## src/rtl/operand2_pkg.sv

```systemverilog
// ============================================================================
// operand2_pkg : IS codes, SPARC opcode fields and sequencer state encoding
// Revision 1.0
// ============================================================================
`default_nettype none

package operand2_pkg;

  localparam logic [3:0] IS_SETHI  = 4'b0000;
  localparam logic [3:0] IS_DISP22 = 4'b0100;
  localparam logic [3:0] IS_REG    = 4'b1000;
  localparam logic [3:0] IS_SIMM13 = 4'b1001;
  localparam logic [3:0] IS_SHREG  = 4'b1010;
  localparam logic [3:0] IS_SHIMM  = 4'b1011;
  localparam logic [3:0] IS_LSREG  = 4'b1100;
  localparam logic [3:0] IS_LSIMM  = 4'b1101;

  localparam logic [1:0] OP_FMT2  = 2'b00;
  localparam logic [1:0] OP_CALL  = 2'b01;
  localparam logic [1:0] OP_ARITH = 2'b10;
  localparam logic [1:0] OP_MEM   = 2'b11;

  localparam logic [2:0] OP2_SETHI = 3'b100;
  localparam logic [2:0] OP2_BICC  = 3'b010;
  localparam logic [2:0] OP2_FBFCC = 3'b110;

  localparam logic [5:0] OP3_SLL = 6'b100101;
  localparam logic [5:0] OP3_SRL = 6'b100110;
  localparam logic [5:0] OP3_SRA = 6'b100111;
  localparam logic [5:0] OP3_LDD = 6'b000011;
  localparam logic [5:0] OP3_STD = 6'b000111;

  typedef enum logic [1:0] {
    ST_EMPTY = 2'd0,
    ST_FULL  = 2'd1,
    ST_DW2   = 2'd2
  } seq_state_t;

  function automatic logic [21:0] sext13(input logic [12:0] v);
    return {{9{v[12]}}, v};
  endfunction

endpackage

`default_nettype wire

```

## src/rtl/operand2_decode.sv

```systemverilog
// ============================================================================
// operand2_decode : combinational SPARC instruction to operand2 select decode
// Revision 1.0
// ============================================================================
`default_nettype none

module operand2_decode
  import operand2_pkg::*;
#(
  parameter int DW_SPLIT = 1
) (
  input  logic [31:0] inst,
  output logic [3:0]  is_sel,
  output logic [21:0] imm22,
  output logic        no_op2,
  output logic        is_dw
);

  logic [1:0] op;
  logic [2:0] op2;
  logic [5:0] op3;
  logic       imm_bit;
  logic       unused_bits;

  assign op          = inst[31:30];
  assign op2         = inst[24:22];
  assign op3         = inst[24:19];
  assign imm_bit     = inst[13];
  assign unused_bits = ^inst[29:25];

  always_comb begin
    is_sel = IS_REG;
    imm22  = '0;
    no_op2 = 1'b1;
    is_dw  = 1'b0;
    case (op)
      OP_FMT2: begin
        if (op2 == OP2_SETHI) begin
          is_sel = IS_SETHI;
          imm22  = inst[21:0];
          no_op2 = 1'b0;
        end else if (op2 == OP2_BICC || op2 == OP2_FBFCC) begin
          is_sel = IS_DISP22;
          imm22  = inst[21:0];
          no_op2 = 1'b0;
        end
      end
      OP_CALL: begin
        no_op2 = 1'b1;
      end
      OP_ARITH: begin
        no_op2 = 1'b0;
        imm22  = sext13(inst[12:0]);
        if (op3 inside {OP3_SLL, OP3_SRL, OP3_SRA})
          is_sel = imm_bit ? IS_SHIMM : IS_SHREG;
        else
          is_sel = imm_bit ? IS_SIMM13 : IS_REG;
      end
      OP_MEM: begin
        no_op2 = 1'b0;
        imm22  = sext13(inst[12:0]);
        is_sel = imm_bit ? IS_LSIMM : IS_LSREG;
        is_dw  = (DW_SPLIT != 0) && (op3 == OP3_LDD || op3 == OP3_STD);
      end
    endcase
  end

endmodule

`default_nettype wire

```

## src/rtl/operand2_sequencer.sv

```systemverilog
// ============================================================================
// operand2_sequencer : decode/issue controller presenting a registered operand2
// bundle to execute. Optional counters via OPSEQ_PERF_CNT_EN. Revision 1.0
// ============================================================================
`default_nettype none

module operand2_sequencer
  import operand2_pkg::*;
#(
  parameter int DW_SPLIT = 1
) (
  input  logic        clk,
  input  logic        reset,
  input  logic        inst_valid,
  output logic        inst_ready,
  input  logic [31:0] inst,
  input  logic [31:0] rs2_data,
  input  logic        flush,
  output logic        ex_valid,
  input  logic        ex_ready,
  output logic [3:0]  is_sel,
  output logic [21:0] imm22,
  output logic [31:0] r_out,
  output logic        no_op2,
`ifdef OPSEQ_PERF_CNT_EN
  output logic [31:0] issue_cnt,
  output logic [31:0] stall_cnt,
`endif
  output logic        dw_second
);

  seq_state_t state, state_nxt;

  logic [3:0]  dec_is_sel;
  logic [21:0] dec_imm22;
  logic        dec_no_op2;
  logic        dec_is_dw;
  logic        dw_held;
  logic        load;

  operand2_decode #(
    .DW_SPLIT (DW_SPLIT)
  ) u_decode (
    .inst   (inst),
    .is_sel (dec_is_sel),
    .imm22  (dec_imm22),
    .no_op2 (dec_no_op2),
    .is_dw  (dec_is_dw)
  );

  always_ff @(posedge clk or posedge reset) begin
    if (reset) state <= ST_EMPTY;
    else       state <= state_nxt;
  end

  // flush bypasses the case entirely, so inst_ready stays 0 on that cycle
  always_comb begin
    state_nxt  = state;
    inst_ready = 1'b0;
    ex_valid   = (state != ST_EMPTY);
    dw_second  = (state == ST_DW2);
    if (flush) begin
      state_nxt = ST_EMPTY;
    end else begin
      case (state)
        ST_EMPTY: begin
          inst_ready = 1'b1;
          if (inst_valid) state_nxt = ST_FULL;
        end
        ST_FULL: begin
          inst_ready = ex_ready && !dw_held;
          if (ex_ready) begin
            if (dw_held)         state_nxt = ST_DW2;
            else if (inst_valid) state_nxt = ST_FULL;
            else                 state_nxt = ST_EMPTY;
          end
        end
        ST_DW2: begin
          inst_ready = ex_ready;
          if (ex_ready) state_nxt = inst_valid ? ST_FULL : ST_EMPTY;
        end
        default: state_nxt = ST_EMPTY;
      endcase
    end
  end

  assign load = inst_ready && inst_valid;

  always_ff @(posedge clk or posedge reset) begin
    if (reset) begin
      is_sel  <= '0;
      imm22   <= '0;
      r_out   <= '0;
      no_op2  <= 1'b0;
      dw_held <= 1'b0;
    end else if (load) begin
      is_sel  <= dec_is_sel;
      imm22   <= dec_imm22;
      r_out   <= dec_no_op2 ? 32'd0 : rs2_data;
      no_op2  <= dec_no_op2;
      dw_held <= dec_is_dw;
    end
  end

`ifdef OPSEQ_PERF_CNT_EN
  always_ff @(posedge clk or posedge reset) begin
    if (reset) begin
      issue_cnt <= '0;
      stall_cnt <= '0;
    end else begin
      if (ex_valid && ex_ready)  issue_cnt <= issue_cnt + 32'd1;
      if (ex_valid && !ex_ready) stall_cnt <= stall_cnt + 32'd1;
    end
  end
`endif

endmodule

`default_nettype wire

```

## config.mk

```make
export PLATFORM = sky130hd
export DESIGN_NAME = operand2_sequencer
export DESIGN_NICKNAME = d
export VERILOG_FILES = /design/src/rtl/operand2_pkg.sv /design/src/rtl/operand2_decode.sv /design/src/rtl/operand2_sequencer.sv
export SDC_FILE = /design/constraint.sdc
export NUM_CORES = 1
export LEC_CHECK = 0
export ABC_AREA = 1
export CAP_MARGIN = 15
export CORE_MARGIN = 2
export CORE_UTILIZATION = 47
export DETAILED_ROUTE_END_ITERATION = 10
export GPL_TIMING_DRIVEN = 0
export PLACE_DENSITY = 0.87
export SLEW_MARGIN = 25
export SYNTH_ARGS = -nofsm -noshare
export SYNTH_HDL_FRONTEND = slang
export SYNTH_HIERARCHICAL = 1
export SYNTH_SLANG_ARGS = --single-unit
```

## constraint.sdc

```tcl
create_clock -name clk -period 3.1 [get_ports clk]
set_input_delay 0.465 -clock clk [delete_from_list [all_inputs] [get_ports clk]]
set_output_delay 0.465 -clock clk [all_outputs]
set_load 0.05 [all_outputs]
```

density.png
(4 px per um) 9 x 9 tiles, from black (low) to pale yellow (high), 0 to 100% covered.
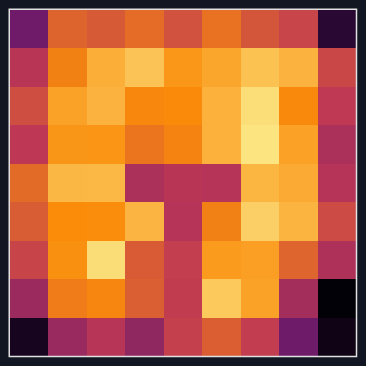
mean over tiles: 63%
fullest tile: 94%
emptiest ninth of the die: lower right
nearly empty tiles: 1.2%

met2.png
(4 px per um)
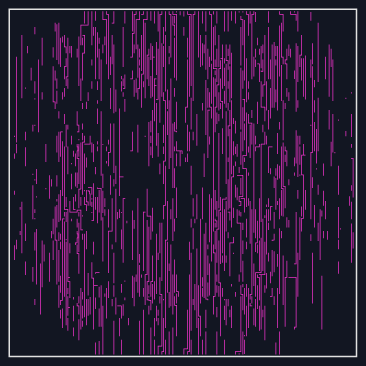
nets with wire on the layer: 494
share of all routed wire: 51%
main direction: vertical
wire length on this layer: 4670 um

==> results.sh <==
# implementation run metrics
export IMPL_rsz0062_at_grt="no"
export IMPL_grt_pass1_wl_um=14800
export IMPL_fin_tns_setup_ps=0
export IMPL_io_buffers=124
export IMPL_largest_cell_class="sequential cells"
export IMPL_dp_cells=627
export IMPL_path_clk_slew_ps=70
export IMPL_reg2reg_depth=7
export IMPL_crit_buf_inv=3
export IMPL_nWellTaps=80
export IMPL_period_needed_ps=2660
export IMPL_worstSetupPathType="in2out"
export IMPL_yosysMostFrequentCell="nand2_1"
export IMPL_status="finished clean"
export IMPL_cts_made_buffers=9
export IMPL_syn_area_mm2=0.00319
export IMPL_crit_fanout=8
export IMPL_placed_area_mm2=0.00456
export IMPL_yosysCellCount=422
export IMPL_std_cell_rows=30
[routing by layer]
layer,part of all wire (%),vias up
li1,-,1622
met1,43,1552
met2,51,127
met3,5.4,8
met4,1.3,0
met5,0,-
[sequential cells by signal (all words and copies together) (netlist names)]
name / cells
r_out: 32
dw_held: 1
no_op2: 1
state: 2
imm22: 22
is_sel: 4
[power breakdown]
part / total [mW] / internal [mW] / switching (mW)
Clock: 0.963 / 0.636 / 0.327
Combinational: 0.936 / 0.327 / 0.610
Sequential: 0.975 / 0.912 / 0.0629
[worst min path at each step]
stage | endpoint | slack, ps | cells after the start
floorplan | dw_held | 440 | 2
global placement | r_out[23] | 450 | 2
CTS | r_out[1] | 410 | 2
finish | r_out[1] | 410 | 2
detailed placement | r_out[2] | 460 | 2
global route | r_out[1] | 410 | 2
